==> config.mk <==
export PLATFORM = sky130hd
export DESIGN_NAME = cpu_clock_ctrl_flat
export DESIGN_NICKNAME = d
export VERILOG_FILES = /design/src/rtl/cpu_clock_ctrl_if.sv /design/src/rtl/cpu_clock_ctrl.sv /design/src/flat_wrapper.sv
export SDC_FILE = /design/constraint.sdc
export NUM_CORES = 1
export LEC_CHECK = 0
export CAP_MARGIN = 20
export CORE_MARGIN = 5
export CORE_UTILIZATION = 35
export CTS_CLUSTER_SIZE = 30
export DETAILED_ROUTE_END_ITERATION = 7
export GPL_ROUTABILITY_DRIVEN = 1
export GPL_TIMING_DRIVEN = 0
export PLACE_DENSITY = 0.58
export SYNTH_ARGS = -nofsm -noshare
export SYNTH_HDL_FRONTEND = slang
export SYNTH_SLANG_ARGS = --single-unit
==> constraint.sdc <==
create_clock -name clk -period 5.1 [get_ports clk]
set_input_delay 1.02 -clock clk [delete_from_list [all_inputs] [get_ports clk]]
set_output_delay 1.02 -clock clk [all_outputs]
set_load 0.005 [all_outputs]
==> src/rtl/cpu_clock_ctrl_if.sv <==
// Board-side signal bundle for the CPU clock/reset front end.
// master drives the raw board inputs; slave is the clock controller.
interface cpu_clock_ctrl_if;
  logic        btn_step;
  logic        btn_reset;
  logic        sw_run;
  logic [7:0]  sw_sel;
  logic        cpu_clk;
  logic        cpu_rst;
  logic [7:0]  led_sel;
  logic [31:0] cycle_count;

  modport master (
    output btn_step, btn_reset, sw_run, sw_sel,
    input  cpu_clk, cpu_rst, led_sel, cycle_count
  );

  modport slave (
    input  btn_step, btn_reset, sw_run, sw_sel,
    output cpu_clk, cpu_rst, led_sel, cycle_count
  );
endinterface

==> src/rtl/cpu_clock_ctrl.sv <==
// CPU clock/reset generator: synchronizes and debounces board inputs, then
// issues a registered single-step or free-running CPU clock and a held reset.
module cpu_clock_ctrl #(
  parameter int unsigned DEBOUNCE_CYCLES = 1000000,
  parameter int unsigned RUN_HALF_PERIOD = 2,
  parameter int unsigned RESET_PULSES    = 2
) (
  input  logic            clk,
  input  logic            rst,
  cpu_clock_ctrl_if.slave bus
);

  localparam int unsigned DW = (DEBOUNCE_CYCLES > 1) ? $clog2(DEBOUNCE_CYCLES) : 1;
  localparam int unsigned PW = (RUN_HALF_PERIOD > 1) ? $clog2(RUN_HALF_PERIOD) : 1;
  localparam int unsigned CW = $clog2(RESET_PULSES + 1);

  typedef enum logic [2:0] {
    RST_HOLD,
    IDLE,
    STEP_HI,
    STEP_LO,
    RUN
  } state_t;

  // bit 0 btn_step, bit 1 btn_reset, bit 2 sw_run, bits 10:3 sw_sel
  logic [10:0]         sync1_q, sync2_q;
  logic [2:0]          db_q, db_d;
  logic [2:0][DW-1:0]  db_cnt_q, db_cnt_d;
  logic [7:0]          led_sel_q;
  logic                step_prev_q, reset_prev_q;
  logic                step_press, reset_rise;

  state_t              state_q, state_d;
  logic [PW-1:0]       phase_q, phase_d;
  logic [CW-1:0]       pulses_q, pulses_d;
  logic                pending_q, pending_d;
  logic                cpu_clk_q, cpu_clk_d;
  logic                cpu_rst_q, cpu_rst_d;
  logic [31:0]         count_q, count_d;
  logic                phase_end, low_end, rst_entry;

  always_comb begin
    db_d     = db_q;
    db_cnt_d = db_cnt_q;
    for (int unsigned i = 0; i < 3; i++) begin
      if (sync2_q[i] != db_q[i]) begin
        if (db_cnt_q[i] == DW'(DEBOUNCE_CYCLES - 1)) begin
          db_d[i]     = sync2_q[i];
          db_cnt_d[i] = '0;
        end else begin
          db_cnt_d[i] = db_cnt_q[i] + 1'b1;
        end
      end else begin
        db_cnt_d[i] = '0;
      end
    end
  end

  assign step_press = db_q[0] & ~step_prev_q;
  assign reset_rise = db_q[1] & ~reset_prev_q;
  assign phase_end  = (phase_q == PW'(RUN_HALF_PERIOD - 1));
  assign low_end    = phase_end & ~cpu_clk_q;

  always_comb begin
    state_d   = state_q;
    phase_d   = phase_end ? '0 : phase_q + 1'b1;
    pulses_d  = pulses_q;
    cpu_clk_d = cpu_clk_q;
    case (state_q)
      RST_HOLD: begin
        if (low_end && pulses_q == CW'(RESET_PULSES) && !db_q[1]) begin
          state_d   = IDLE;
          cpu_clk_d = 1'b0;
        end else if (phase_end) begin
          cpu_clk_d = ~cpu_clk_q;
          if (!cpu_clk_q && pulses_q != CW'(RESET_PULSES))
            pulses_d = pulses_q + 1'b1;
        end
      end
      IDLE: begin
        phase_d   = '0;
        cpu_clk_d = 1'b0;
        if (pending_q) begin
          state_d  = RST_HOLD;
          pulses_d = '0;
        end else if (db_q[2]) begin
          state_d   = RUN;
          cpu_clk_d = 1'b1;
        end else if (step_press) begin
          state_d   = STEP_HI;
          cpu_clk_d = 1'b1;
        end
      end
      STEP_HI: begin
        if (phase_end) begin
          state_d   = STEP_LO;
          cpu_clk_d = 1'b0;
        end
      end
      STEP_LO: begin
        if (phase_end) state_d = IDLE;
      end
      RUN: begin
        // Leave only once a full low phase has completed.
        if (low_end && (!db_q[2] || pending_q)) begin
          state_d   = pending_q ? RST_HOLD : IDLE;
          pulses_d  = '0;
          cpu_clk_d = 1'b0;
        end else if (phase_end) begin
          cpu_clk_d = ~cpu_clk_q;
        end
      end
      default: begin
        state_d   = RST_HOLD;
        pulses_d  = '0;
        cpu_clk_d = 1'b0;
      end
    endcase
  end

  assign rst_entry = (state_d == RST_HOLD) && (state_q != RST_HOLD);
  assign pending_d = reset_rise | (pending_q & ~rst_entry);
  assign cpu_rst_d = (state_d == RST_HOLD);

  always_comb begin
    count_d = count_q;
    if (cpu_rst_d)                   count_d = '0;
    else if (cpu_clk_d & ~cpu_clk_q) count_d = count_q + 32'd1;
  end

  always_ff @(posedge clk) begin
    if (rst) begin
      sync1_q      <= '0;
      sync2_q      <= '0;
      db_q         <= '0;
      db_cnt_q     <= '0;
      led_sel_q    <= '0;
      step_prev_q  <= 1'b0;
      reset_prev_q <= 1'b0;
      state_q      <= RST_HOLD;
      phase_q      <= '0;
      pulses_q     <= '0;
      pending_q    <= 1'b0;
      cpu_clk_q    <= 1'b0;
      cpu_rst_q    <= 1'b1;
      count_q      <= '0;
    end else begin
      sync1_q      <= {bus.sw_sel, bus.sw_run, bus.btn_reset, bus.btn_step};
      sync2_q      <= sync1_q;
      db_q         <= db_d;
      db_cnt_q     <= db_cnt_d;
      led_sel_q    <= sync2_q[10:3];
      step_prev_q  <= db_q[0];
      reset_prev_q <= db_q[1];
      state_q      <= state_d;
      phase_q      <= phase_d;
      pulses_q     <= pulses_d;
      pending_q    <= pending_d;
      cpu_clk_q    <= cpu_clk_d;
      cpu_rst_q    <= cpu_rst_d;
      count_q      <= count_d;
    end
  end

  assign bus.cpu_clk     = cpu_clk_q;
  assign bus.cpu_rst     = cpu_rst_q;
  assign bus.led_sel     = led_sel_q;
  assign bus.cycle_count = count_q;

endmodule
==> src/flat_wrapper.sv <==
// flat-port wrapper written by rule: the top's interface ports become plain ports
module cpu_clock_ctrl_flat 
#(
  parameter int unsigned DEBOUNCE_CYCLES = 1000000,
  parameter int unsigned RUN_HALF_PERIOD = 2,
  parameter int unsigned RESET_PULSES    = 2
)
  (clk, rst, bus_btn_step, bus_btn_reset, bus_sw_run, bus_sw_sel, bus_cpu_clk, bus_cpu_rst, bus_led_sel, bus_cycle_count);
  cpu_clock_ctrl_if bus_i ();
  input  logic clk;
  input  logic rst;
  input wire logic [$bits(bus_i.btn_step)-1:0] bus_btn_step;
  input wire logic [$bits(bus_i.btn_reset)-1:0] bus_btn_reset;
  input wire logic [$bits(bus_i.sw_run)-1:0] bus_sw_run;
  input wire logic [$bits(bus_i.sw_sel)-1:0] bus_sw_sel;
  output wire logic [$bits(bus_i.cpu_clk)-1:0] bus_cpu_clk;
  output wire logic [$bits(bus_i.cpu_rst)-1:0] bus_cpu_rst;
  output wire logic [$bits(bus_i.led_sel)-1:0] bus_led_sel;
  output wire logic [$bits(bus_i.cycle_count)-1:0] bus_cycle_count;
  assign bus_i.btn_step = bus_btn_step;
  assign bus_i.btn_reset = bus_btn_reset;
  assign bus_i.sw_run = bus_sw_run;
  assign bus_i.sw_sel = bus_sw_sel;
  assign bus_cpu_clk = bus_i.cpu_clk;
  assign bus_cpu_rst = bus_i.cpu_rst;
  assign bus_led_sel = bus_i.led_sel;
  assign bus_cycle_count = bus_i.cycle_count;
  cpu_clock_ctrl #(.DEBOUNCE_CYCLES(DEBOUNCE_CYCLES), .RUN_HALF_PERIOD(RUN_HALF_PERIOD), .RESET_PULSES(RESET_PULSES)) u_core (.clk(clk), .rst(rst), .bus(bus_i));
endmodule
run_1/gates.png
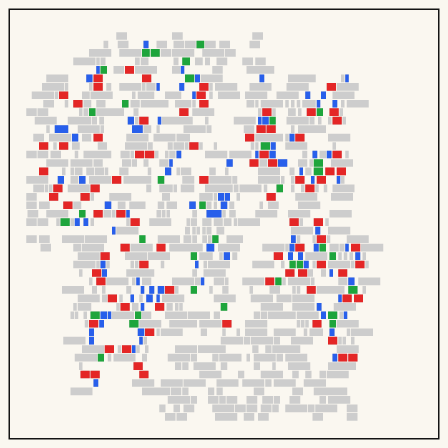
red -> xor and xnor cells  # cells 85
blue -> nand cells  # cells 87
green -> and/or cells  # cells 35

run_1/layers.png
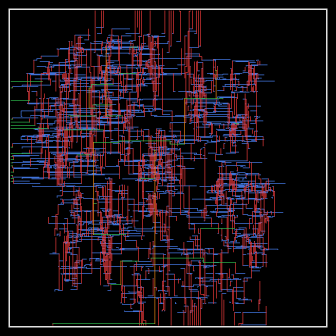
blue -> M1  # wire length 5520 µm
red -> M2  # wire length 5910 µm
orange -> M4  # wire length 196 µm
green -> M3  # wire length 341 µm

==> results.py, run 1 <==
# Auto-generated metrics
metrics = {
    "outcome": {
        "outcome": "completed",
    },
    "worst_setup_path": {
        "worstReg2RegStart": "u_core.bus.cpu_clk",
        "timing.critical_path.depth": 1,
        "worstPathMaxFanout": 8,
        "critical_path.top_delay_family": "buffers and inverters",
        "critical_path_buf_inv_count": 1,
        "worst_r2r_end": "u_core.bus.cycle_count[20]",
        "worst_setup_path_start_kind": "flop",
        "timing.reg2reg.worst_path_depth": 10,
        "cp_cell_sequence": "clkdlybuf4s50_1",
        "cp.required_ps": 4080,
    },
    "clocking": {
        "path_clk_slew_ps": 60,
        "cts.root.buffer_cell": "sky130_fd_sc_hd__clkbuf_16",
        "cts_tree": "built",
        "cts_made_buffers": 17,
        "count_of_h_tree_levels_built_during_cts": 4,
        "hold_buffers": 0,
    },
    "finish": {
        "finalNetCount": 709,
        "lay_top_cells": "136 x sky130_fd_sc_hd__dfxtp_1, 117 x sky130_fd_sc_hd__nor2_1, 54 x sky130_fd_sc_hd__clkdlybuf4s50_1",
        "comb_area_share_pct": 40.0,
        "layoutNonFillerInstCount": 918,
        "layout.filler_cells": 1543,
        "area.sequential_um2": 2720,
        "n_multi_input_combinational_cell": 445,
        "inverters": 11,
        "seq_cell_count": 136,
        "top_register": "u_core.db_cnt_q",
        "mostFrequentLayoutCell": "sky130_fd_sc_hd__dfxtp_1",
        "multiInputGateArea_um2": 2830,
        "data_path_buffer_share_of_cell_area_in_the_final_layout_pct": 9.07,
        "syn2layout_area_growth_pct": 24.3,
        "sequential_fraction_of_total_cell_area_pct": 38.5,
    },
    "power": {
        "p_clk_share_pct": 50.0,
        "vdd.ir_drop.worst_mv": 0.208,
        "power.density_nw_per_um2": 333,
        "netSwitchingFraction_pct": 21.7,
        "power.largest_group": "clock",
        "combinationalPowerShare_pct": 3.9,
        "cell_internal_pwr_mw": 1.84,
        "switching_power_mw": 0.510,
    },
    "route": {
        "wl_met3_um": 340,
        "first_iter_violations": 260,
        "final_antenna_net_count": 0,
        "dr.max_layer_used": "met4",
        "detailed_route_via_count": 4355,
        "route.detailed.vias_per_inst": 4.74,
        "route.detailed.wl_per_inst_um": 13.0,
        "drt_pass1_iterations": 4,
    },
    "synthesis": {
        "synth_top_area_share_pct": 47.8,
        "ys_seq_elements": 136,
        "synth.yosys.warnings": 0,
        "area_leaders": "sky130_fd_sc_hd__dfxtp_1 48%, sky130_fd_sc_hd__nor2_1 7.7%, sky130_fd_sc_hd__xor2_1 7.1%",
        "postSynthCellCount": 616,
        "ys_dominant_reg_cell": "sky130_fd_sc_hd__dfxtp_1",
        "synth.largest_area_cell": "sky130_fd_sc_hd__dfxtp_1",
        "ys_area_um2": 5700,
        "mappedNetlistArea_um2": 5700,
        "syn_avg_cell_area_um2": 9.25,
    },
    "placement": {
        "place.port_buffers": 54,
        "routabilityCongestion": 0.808,
        "hpwl_after_dpl_um": 8560,
        "placedCellCount": 886,
    },
    "global_route": {
        "maximum_number_of_pins_on_one_net_before_global_route_repair": 17,
        "grt_antenna_before_repair": 0,
        "grt_use_met2_pct": 22.9,
        "grt_first_pass_wirelength_um": 20800,
        "use_met1_pct": 16.4,
        "grt-ovfl-total": 0,
        "grt.total_usage_pct": 13.6,
    },
    "floorplan": {
        "die_height_um": 138,
        "core-area_um2": 15900,
        "std_cell_rows": 46,
        "core_util_floorplan_pct": 35.7,
        "die-width_um": 138,
    },
    "min_path": {
        "holdCritPathClass": "reg -> reg",
        "holdPathStages": 1,
    },
    "final_timing": {
        "fin_worst_skew_ps": 7.84,
        "finalSetupViolations": 0,
        "final_hold_viol_count": 0,
        "fmaxAchievable_mhz": 399,
        "final_min_period_over_clock_period_pct": 49.2,
        "drv_slew": 0,
        "slew_headroom_pct": 57.8,
    },
}
run_1/m2.png
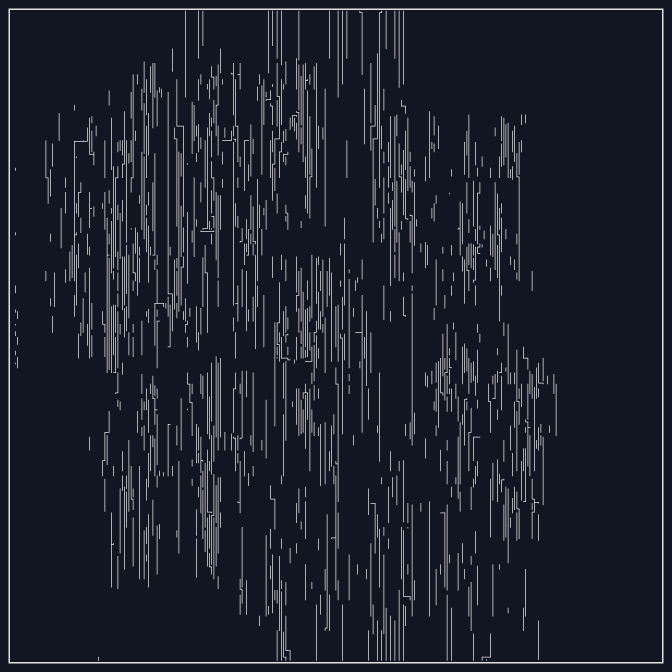
nets with wire on the layer = 594
main direction = vertical
wire length on this layer = 5910 µm

## run 1: through the flow
stage / worst slack, ps / cell area, µm² / util, % / total power, mW
after floorplan: 3070 / 5700 / - / 1.17
after global placement: 2380 / 6510 / 40.8 / 1.20
after detailed placement: 2330 / 6510 / 40.8 / 1.20
after CTS: 2540 / 7080 / 44.4 / 2.39
after global routing: 2330 / 7080 / 44.4 / 2.45
final: 2590 / 7080 / 44.4 / 2.35
## run 1: logic make-up after synthesis
| family | share of synthesized area, % |
|---|---|
| compound gates | 7.49 |
| mux | 0.879 |
| buf+inv | 2.50 |
| fa+ha+maj | 1.54 |
| flops | 47.8 |
| xor+xnor | 13.1 |
| simple gates | 26.7 |
run_1/congestion_map.png
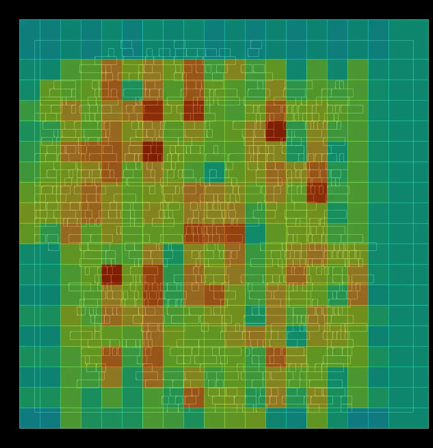

==> run 2, diff against run 1 <==
clock period = 2.5 ns   (was 5.1 ns; I/O delays follow)
run_2/congestion_map.png
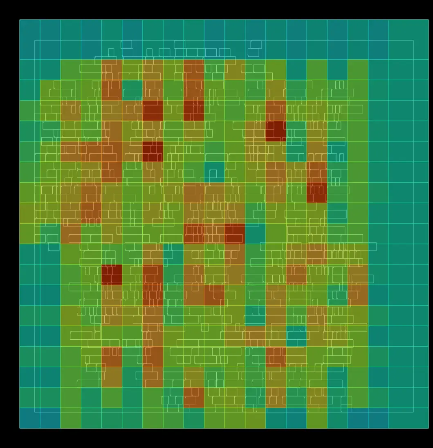
met1 Resource Use GR: 16.4%
All-Layer GR Usage: 13.6%

run_2/layers.png
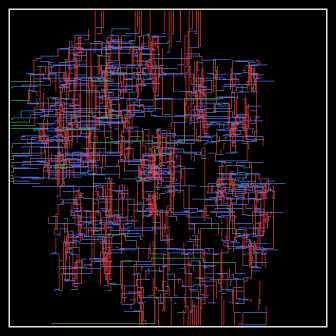
blue -> M1  # wire length 5540 µm
orange -> M4  # wire length 210 µm
red -> M2  # wire length 5840 µm
green -> M3  # wire length 353 µm

==> results.py, run 2 <==
# Auto-generated metrics
metrics = {
    "outcome": {
        "outcome": "completed",
    },
    "global_route": {
        "grt_antenna_before_repair": 0,
        "grt_first_pass_wirelength_um": 20700,
        "grt-ovfl-total": 0,
        "maximum_number_of_pins_on_one_net_before_global_route_repair": 17,
        "grt_use_met2_pct": 22.9,
    },
    "floorplan": {
        "core-area_um2": 15900,
        "std_cell_rows": 46,
        "core_util_floorplan_pct": 35.7,
        "die_height_um": 138,
    },
    "worst_setup_path": {
        "worstPathMaxFanout": 10,
        "cp.required_ps": 2810,
        "worstReg2RegStart": "u_core.bus.cpu_clk",
        "cp_cell_sequence": "inv_1 > ha_1 > a211oi_2 > o21bai_2 > buf_2 > a211oi_1 > xnor2_1 > nor2_1",
        "timing.reg2reg.worst_path_depth": 8,
        "timing.critical_path.depth": 8,
        "worst_setup_path_start_kind": "flop",
        "critical_path_buf_inv_count": 2,
        "critical_path.top_delay_family": "AND-OR/OR-AND gates",
    },
    "placement": {
        "hpwl_after_dpl_um": 8560,
        "routabilityCongestion": 0.808,
    },
    "route": {
        "drt_pass1_iterations": 4,
        "wl_met3_um": 352,
        "dr.max_layer_used": "met4",
        "final_antenna_net_count": 0,
        "first_iter_violations": 252,
        "route.detailed.vias_per_inst": 4.76,
    },
    "final_timing": {
        "drv_slew": 0,
        "fin_worst_skew_ps": 8.58,
        "slew_headroom_pct": 57.6,
        "final_min_period_over_clock_period_pct": 94.9,
        "final_hold_viol_count": 0,
    },
    "finish": {
        "seq_cell_count": 136,
        "data_path_buffer_share_of_cell_area_in_the_final_layout_pct": 9.03,
        "syn2layout_area_growth_pct": 24.6,
        "finalNetCount": 708,
        "final_core_utilization_pct": 44.5,
        "top_register": "u_core.db_cnt_q",
        "lay_top_cells": "136 x sky130_fd_sc_hd__dfxtp_1, 117 x sky130_fd_sc_hd__nor2_1, 54 x sky130_fd_sc_hd__clkdlybuf4s50_1",
    },
    "clocking": {
        "path_clk_slew_ps": 60,
        "cts.root.buffer_cell": "sky130_fd_sc_hd__clkbuf_16",
        "count_of_h_tree_levels_built_during_cts": 4,
    },
    "power": {
        "power.density_nw_per_um2": 677,
        "switching_power_mw": 1.04,
        "vdd.ir_drop.worst_mv": 0.425,
        "power.largest_group": "clock",
        "p_clk_share_pct": 49.9,
        "netSwitchingFraction_pct": 21.7,
        "combinationalPowerShare_pct": 4.0,
    },
    "min_path": {
        "holdCritPathClass": "reg -> reg",
        "holdPathStages": 1,
    },
    "synthesis": {
        "area_leaders": "sky130_fd_sc_hd__dfxtp_1 48%, sky130_fd_sc_hd__nor2_1 7.7%, sky130_fd_sc_hd__xor2_1 7.1%",
        "synth.yosys.warnings": 0,
        "mux_area_fraction_pct": 0.879,
        "ys_sh_adder_pct": 1.54,
        "ys_area_um2": 5700,
        "synth_compound_gate_area_share_pct": 7.49,
        "ys_seq_elements": 136,
        "ys_dominant_reg_cell": "sky130_fd_sc_hd__dfxtp_1",
        "post_synth_xor_xnor_area_pct": 13.1,
        "topCombFamilyByArea": "simple AND/OR/NAND/NOR gates",
        "synth.largest_area_cell": "sky130_fd_sc_hd__dfxtp_1",
        "syn_avg_cell_area_um2": 9.25,
        "synth_top_area_share_pct": 47.8,
    },
}
-- run 2: what timing repair did --
action	CTS	global route
endpoints found under the hold margin	0	0
buffers inserted	0	0
hold buffers	0	0
endpoints found under the setup margin	29	40
pin swaps	0	0
gates resized	1	4
-- run 2: logic make-up (layout without fill, tap and decap cells) --
group,after synthesis,in the layout
multiplexers,5,5
flip-flops,136,136
buffers and inverters,35,120
XOR/XNOR,85,85
AND/OR/NAND/NOR,296,296
adder cells (fa/ha/maj),7,7
AND-OR/OR-AND,52,52
-- run 2: stage by stage --
step	std cells	setup slack [ps]	area, µm²	TNS, ps	hold slack, ps
floorplan	616	470	5700	0	399
global placement	886	-17.4	6510	-99.5	415
global route	917	-18.2	7100	-74.7	444
finish	917	129	7100	0	427
CTS	917	82.0	7080	0	428
detailed placement	886	-25.3	6510	-203	412
run_2/m2.png
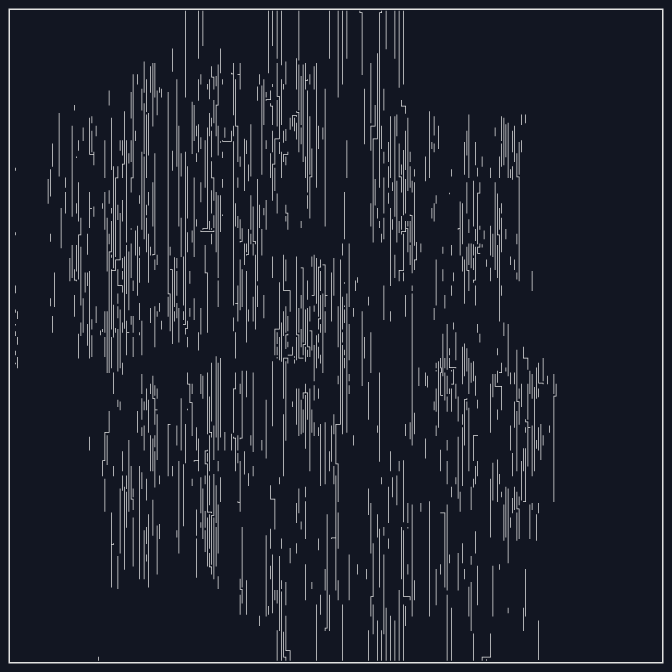

==> run 3, diff against run 2 <==
CORE_UTILIZATION = 55   (was 35)
PLACE_DENSITY = 0.82   (was 0.58)
RECOVER_POWER = 100   (was not set)
run_3/m2.png
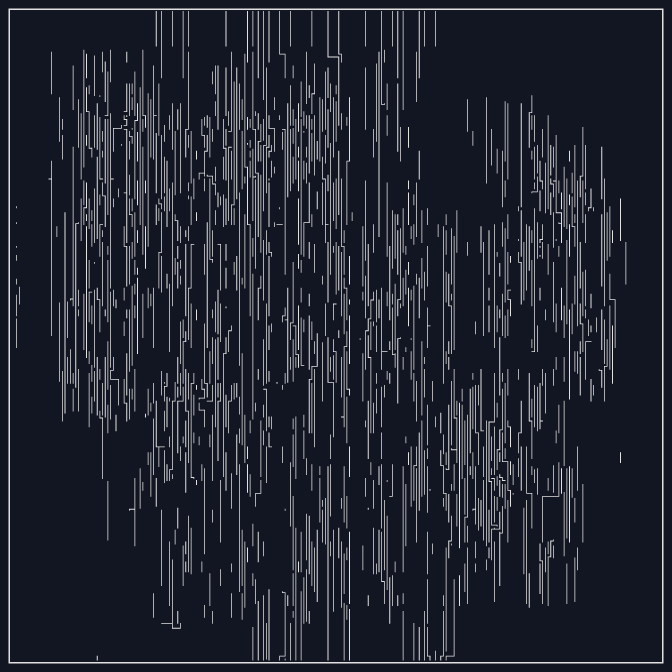
nets with wire on the layer = 619
longest straight run = 34.3 µm
main direction = vertical

==> results.py, run 3 <==
# Auto-generated metrics
metrics = {
    "outcome": {
        "outcome": "completed",
    },
    "placement": {
        "place.port_buffers": 54,
        "placedCellCount": 806,
        "routabilityCongestion": 0.851,
    },
    "synthesis": {
        "post_synth_xor_xnor_area_pct": 13.1,
        "synth_compound_gate_area_share_pct": 7.49,
        "ys_dominant_reg_cell": "sky130_fd_sc_hd__dfxtp_1",
        "synth_top_area_share_pct": 47.8,
        "postSynthCellCount": 616,
        "ys_area_um2": 5700,
        "area_leaders": "sky130_fd_sc_hd__dfxtp_1 48%, sky130_fd_sc_hd__nor2_1 7.7%, sky130_fd_sc_hd__xor2_1 7.1%",
        "topCombFamilyByArea": "simple AND/OR/NAND/NOR gates",
        "syn_avg_cell_area_um2": 9.25,
        "synth.largest_area_cell": "sky130_fd_sc_hd__dfxtp_1",
    },
    "final_timing": {
        "fmaxAchievable_mhz": 429,
        "drv_slew": 0,
        "finalSetupViolations": 0,
        "final_hold_viol_count": 0,
        "slew_headroom_pct": 60.1,
        "fin_worst_skew_ps": 6.37,
        "final.setup.tns_ps": 0,
        "hold_ws_ps": 435,
    },
    "clocking": {
        "cts.root.buffer_cell": "sky130_fd_sc_hd__clkbuf_8",
        "cts_post_setup_buffers_inserted": 0,
        "cts_made_buffers": 17,
        "hold_buffers": 0,
    },
    "finish": {
        "syn2layout_area_growth_pct": 23.9,
        "final_core_utilization_pct": 69.0,
        "top_register": "u_core.db_cnt_q",
        "finalNetCount": 708,
    },
    "power": {
        "post-layout-total-power_mw": 5.12,
        "power.density_nw_per_um2": 725,
    },
    "worst_setup_path": {
        "timing.reg2reg.worst_path_depth": 9,
        "timing.critical_path.depth": 9,
        "worstPathMaxFanout": 10,
        "worst_r2r_end": "u_core.bus.cycle_count[21]",
        "cp.required_ps": 2910,
        "critical_path_buf_inv_count": 2,
    },
    "route": {
        "drt_pass1_iterations": 4,
        "route.detailed.vias_per_inst": 5.46,
        "first_iter_violations": 292,
    },
    "min_path": {
        "holdPathStages": 1,
    },
    "floorplan": {
        "die_height_um": 112,
        "std_cell_rows": 37,
    },
    "global_route": {
        "grt_antenna_before_repair": 0,
    },
}
run_3/util_map.png
11 x 11 tiles, from white (low) to dark blue (high), 0 to 100% covered.
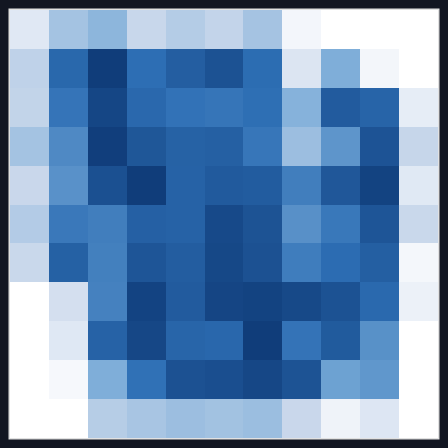
densest ninth of the die = middle
mean over tiles = 55%
fullest tile = 95%

[run 3: layer usage]
metal | wire length (µm) | track usage, %
met2 | 6440 | 35.9
met1 | 5390 | 23.3
met3 | 417 | 5.82
met4 | 201 | 7.87
met5 | 0 | 0
[run 3: area by class of cell]
type / count / area [µm²]
multi-input combinational: 445 / 2830
timing repair buffer: 54 / 541
clock inverter: 11 / 194
fill: 765 / 3170
inverter: 11 / 41.3
buffer: 23 / 97.6
sequential: 136 / 2720
clock buffer: 21 / 459
tap: 136 / 170
[run 3: power breakdown]
group / internal (mW) / switching, mW
clock network: 1.80 / 0.911
registers: 2.20 / 0.0183
logic: 0.0813 / 0.108
total: 4.08 / 1.04
No activity file was given, so power comes from the tool's default toggle rates.
